$ cat src/rtl/if_stage.sv
// if_stage: instruction fetch with a PC register, a variable-latency imem handshake, a skid buffer and redirect discard
module if_stage #(
    parameter logic [31:0] RESET_PC = 32'h00000000
) (
    input  logic        clk,
    input  logic        rst,
    input  logic        stall,
    input  logic        redirect,
    input  logic [31:0] redirect_pc,
    output logic        imem_req,
    output logic [31:0] imem_addr,
    input  logic        imem_ready,
    input  logic [31:0] imem_rdata,
    output logic [31:0] IR,
    output logic [31:0] PC_out,
    output logic        fetch_valid
);
    typedef enum logic [1:0] {IDLE, REQ, HOLD, DISCARD} state_t;
    state_t state, state_n;
    logic [31:0] pc, pc_n, tgt, tgt_n, buf_ir, buf_ir_n, buf_pc, buf_pc_n, ir_n, pc_out_n, rpc;
    logic fv_n, busy, pending;
    assign rpc = redirect_pc & ~32'h3;
    assign busy = state == REQ || state == DISCARD;
    assign pending = busy && !imem_ready;
    assign imem_req = busy && !rst;
    assign imem_addr = pc;
    // Next-state and next-output selection: redirect > stall > normal flow; IDLE ignores both
    always_comb begin
        state_n = state;
        pc_n = pc;
        tgt_n = tgt;
        buf_ir_n = buf_ir;
        buf_pc_n = buf_pc;
        ir_n = IR;
        pc_out_n = PC_out;
        fv_n = fetch_valid;
        if (state == IDLE) begin
            state_n = REQ;
        end else if (redirect) begin
            ir_n = '0;
            fv_n = 1'b0;
            buf_ir_n = '0;
            if (pending) begin
                tgt_n = rpc;
                state_n = DISCARD;
            end else begin
                pc_n = rpc;
                state_n = REQ;
            end
        end else if (state == HOLD) begin
            if (!stall) begin
                ir_n = buf_ir;
                pc_out_n = buf_pc;
                fv_n = 1'b1;
                state_n = REQ;
            end
        end else if (state == DISCARD) begin
            if (imem_ready) begin
                pc_n = tgt;
                state_n = REQ;
            end
            if (!stall) begin
                ir_n = '0;
                fv_n = 1'b0;
            end
        end else if (imem_ready) begin
            pc_n = pc + 32'd4;
            if (stall) begin
                buf_ir_n = imem_rdata;
                buf_pc_n = pc;
                state_n = HOLD;
            end else begin
                ir_n = imem_rdata;
                pc_out_n = pc;
                fv_n = 1'b1;
            end
        end else if (!stall) begin
            ir_n = '0;
            fv_n = 1'b0;
        end
    end
    // State and output registers with synchronous reset
    always_ff @(posedge clk) begin
        if (rst) begin
            state <= IDLE;
            pc <= RESET_PC;
            tgt <= RESET_PC;
            buf_ir <= '0;
            buf_pc <= RESET_PC;
            IR <= '0;
            PC_out <= RESET_PC;
            fetch_valid <= 1'b0;
        end else begin
            state <= state_n;
            pc <= pc_n;
            tgt <= tgt_n;
            buf_ir <= buf_ir_n;
            buf_pc <= buf_pc_n;
            IR <= ir_n;
            PC_out <= pc_out_n;
            fetch_valid <= fv_n;
        end
    end
endmodule

$ cat config.mk
export PLATFORM = sky130hd
export DESIGN_NAME = if_stage
export DESIGN_NICKNAME = d
export VERILOG_FILES = /design/src/rtl/if_stage.sv
export SDC_FILE = /design/constraint.sdc
export NUM_CORES = 1
export LEC_CHECK = 0
export CAP_MARGIN = 20
export CORE_MARGIN = 1
export CORE_UTILIZATION = 40
export CTS_CLUSTER_DIAMETER = 200
export DETAILED_ROUTE_END_ITERATION = 10
export SLEW_MARGIN = 20
export SYNTH_ARGS = -nofsm -noshare
export SYNTH_HDL_FRONTEND = slang
export SYNTH_SLANG_ARGS = --single-unit
$ cat constraint.sdc
create_clock -name clk -period 2.1 [get_ports clk]
set_input_delay 0.42 -clock clk [delete_from_list [all_inputs] [get_ports clk]]
set_output_delay 0.42 -clock clk [all_outputs]
set_load 0.1 [all_outputs]
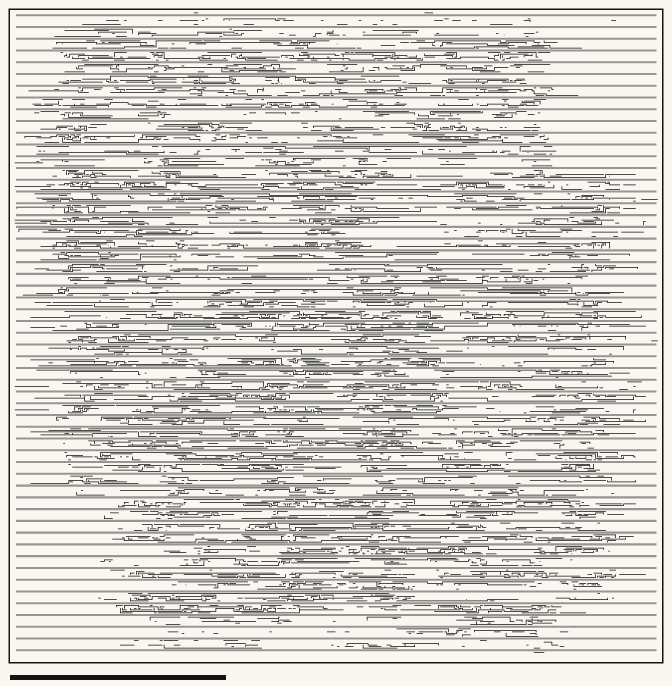
Figure 1: metal 1.
The bar under the picture is 50 um long. Supply wires on this layer in gray.
The longest straight run is 55.7 um. The layer carries 13700 um of wire. The wires run mostly horizontal.
fraction of met1 tracks used by global routing: 37.47%
total number of vias: 8924
final WL: 27.25 mm

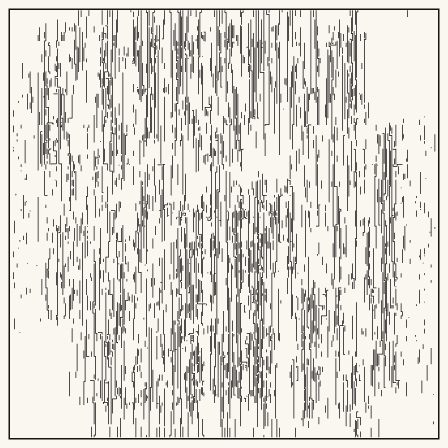
Figure 2: metal 2.
The wires run mostly vertical. The layer carries 11600 um of wire. 1055 nets have wire on it. The layer holds 42% of the routed length.
met2 track utilization from global routing: 33.81%

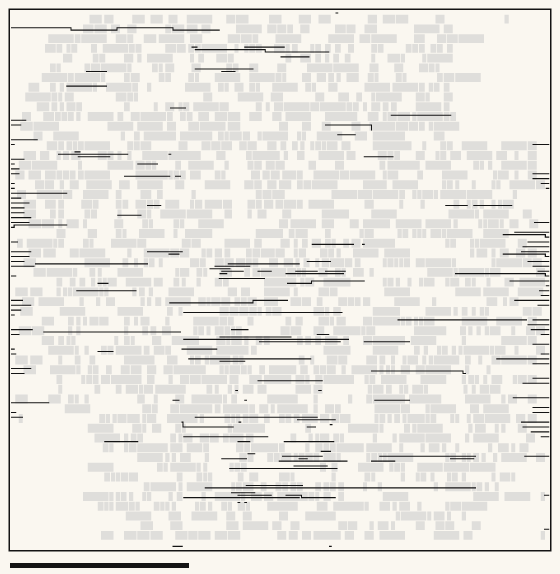
Figure 3: the metal 3 layer.
The bar under the picture is 50 um long.
146 nets have wire on it. The wires run mostly horizontal. The longest straight run is 75.4 um. The layer holds 6.0% of the routed length. The layer carries 1630 um of wire.

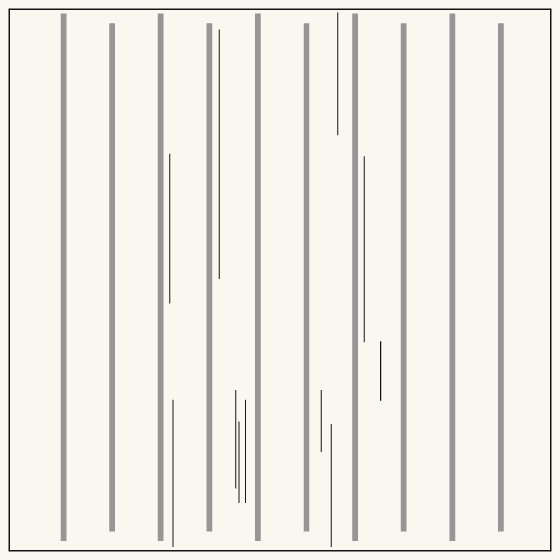
Figure 4: signal wires on met4.
Supply wires on this layer in gray.
The wires run mostly vertical. 9 nets have wire on it. The layer holds 1.4% of the routed length. The layer carries 383 um of wire. The longest straight run is 69.4 um.

==> impl_metrics.tcl <==
# collected from the flow reports
set metrics [dict create \
    seq_area_frac_synth_pct 42.27 \
    comb_share_pct 40.28 \
    timing.critical_path.max_delay_family "buffers and inverters" \
    seq-cell-share_pct 32.86 \
    tightest_pin_transition_ns 0.9095 \
    detailedRoute.firstPassIterationCount 5 \
    critical_path.startpoint "state[0]" \
    gp_congestion 0.8624 \
    overflow 0 \
    timing.hold.worst.class "flop to flop" \
    clkSlewWorstSetupHoldPaths_ns 0.07 \
    setup_tns_ns 0 \
    yosys.area_share.simple_pct 26.38 \
    crit-reg2reg-capture "imem_addr[29]" \
    layout.clock.cell_area_share_pct 5.124 \
    antenna_cells_inserted 0 \
    critical_path_cell_count 4 \
    max_freq_mhz 496.8 \
    die_h_um 150.8 \
    seqCellArea_mm2 0.003811 \
    post-place-ws_ns -0.2083 \
    period_minus_slack_ns 2.013 \
    residual_drc_count 0 \
    slowest_delay_ns 0.45 \
    power_leakage_uw 0.004153 \
    run_status "complete, no violations" \
    crit_path_end_kind "output port" \
    timing.critical_path.required_ns 1.68 \
    total_of_flip_flops_plus_latches_after_synthesis 187 \
    synth.most_common_cell "sky130_fd_sc_hd__nand2_1" \
    finish.net_count 1404 \
    fp_util_pct 40.71 \
    inverters 9 \
    ir_drop_mv 0.5361 \
    synth_async_sr_flop_share_pct 0 \
    mostFrequentLayoutCell "sky130_fd_sc_hd__nand2_1" \
    cts_inserted_buffers 17 \
    fin_ws_ns 0.08723 \
    worst-setup-path-type "flop to output port" \
    layout.core_utilization_pct 53.31 \
    holdCritStartpoint "tgt[20]" \
    synth-edff-count 0 \
    worst_r2r_startpoint "imem_addr[17]" \
    synthDistinctLibCells 65 \
    yosys-mux-area-fraction_pct 0.7205 \
]
## worst max path at each step
stage,slack (ns),to
after floorplan,-0.07,imem_req
after global placement,-0.16,imem_addr[31]
after detailed placement,-0.21,IR[5]
after CTS,0.07,imem_req
after global routing,0.03,imem_req
final,0.09,imem_req
## tightest hold or removal path, cell delays in order (launching register included)
cell and delay, ns:
sky130_fd_sc_hd__dfxtp_1 0.31, sky130_fd_sc_hd__nand2_1 0.05, sky130_fd_sc_hd__a21oi_1 0.05
## state kept, by name, summed over array words and instances, names as in the netlist
register	count
fetch_valid	1
state	2
buf_pc	30
PC_out	30
imem_addr	30
buf_ir	32
tgt	30
IR	32
## cells by family (layout without fill, tap and decap cells)
group,count (synthesis),in the layout
other,1,4
buffers and inverters,121,278
AND-OR/OR-AND,360,360
adder cells (fa/ha/maj),1,1
AND/OR/NAND/NOR,511,511
multiplexers,6,6
flip-flops,187,187
## report_power, final
part / switching, uW / total, uW / internal [uW]
clock network: 1530 / 3250 / 1720
registers: 148 / 3820 / 3670
logic: 1190 / 1730 / 545
total: 2870 / 8800 / 5930
## layer usage
layer | global-route usage, % | wire (um) | up-vias
li1 | - | - | 4460
met1 | 37.47 | 13670 | 4168
met2 | 33.81 | 11570 | 271
met3 | 3.554 | 1626 | 25
met4 | 6.900 | 382 | 0
met5 | 0 | 0 | -
## per-stage QoR
stage	hold slack [ns]	cell area [um^2]	total power, uW	std cells
3_5_place_dp	0.4438	11000	5623	1595
5_1_grt	0.4712	11600	9147	1627
6_report	0.4543	11600	8803	1627
4_1_cts	0.4556	11600	8873	1627
2_1_floorplan	0.4315	8937	5007	1190
3_3_place_gp	0.4376	11000	5614	1595
## timing repair
action | in CTS | in global routing
resized | 1 | 1
setup endpoints to repair | 1 | 2
hold endpoints to repair | 0 | 0
No activity file was given, so power comes from the tool's default toggle rates.
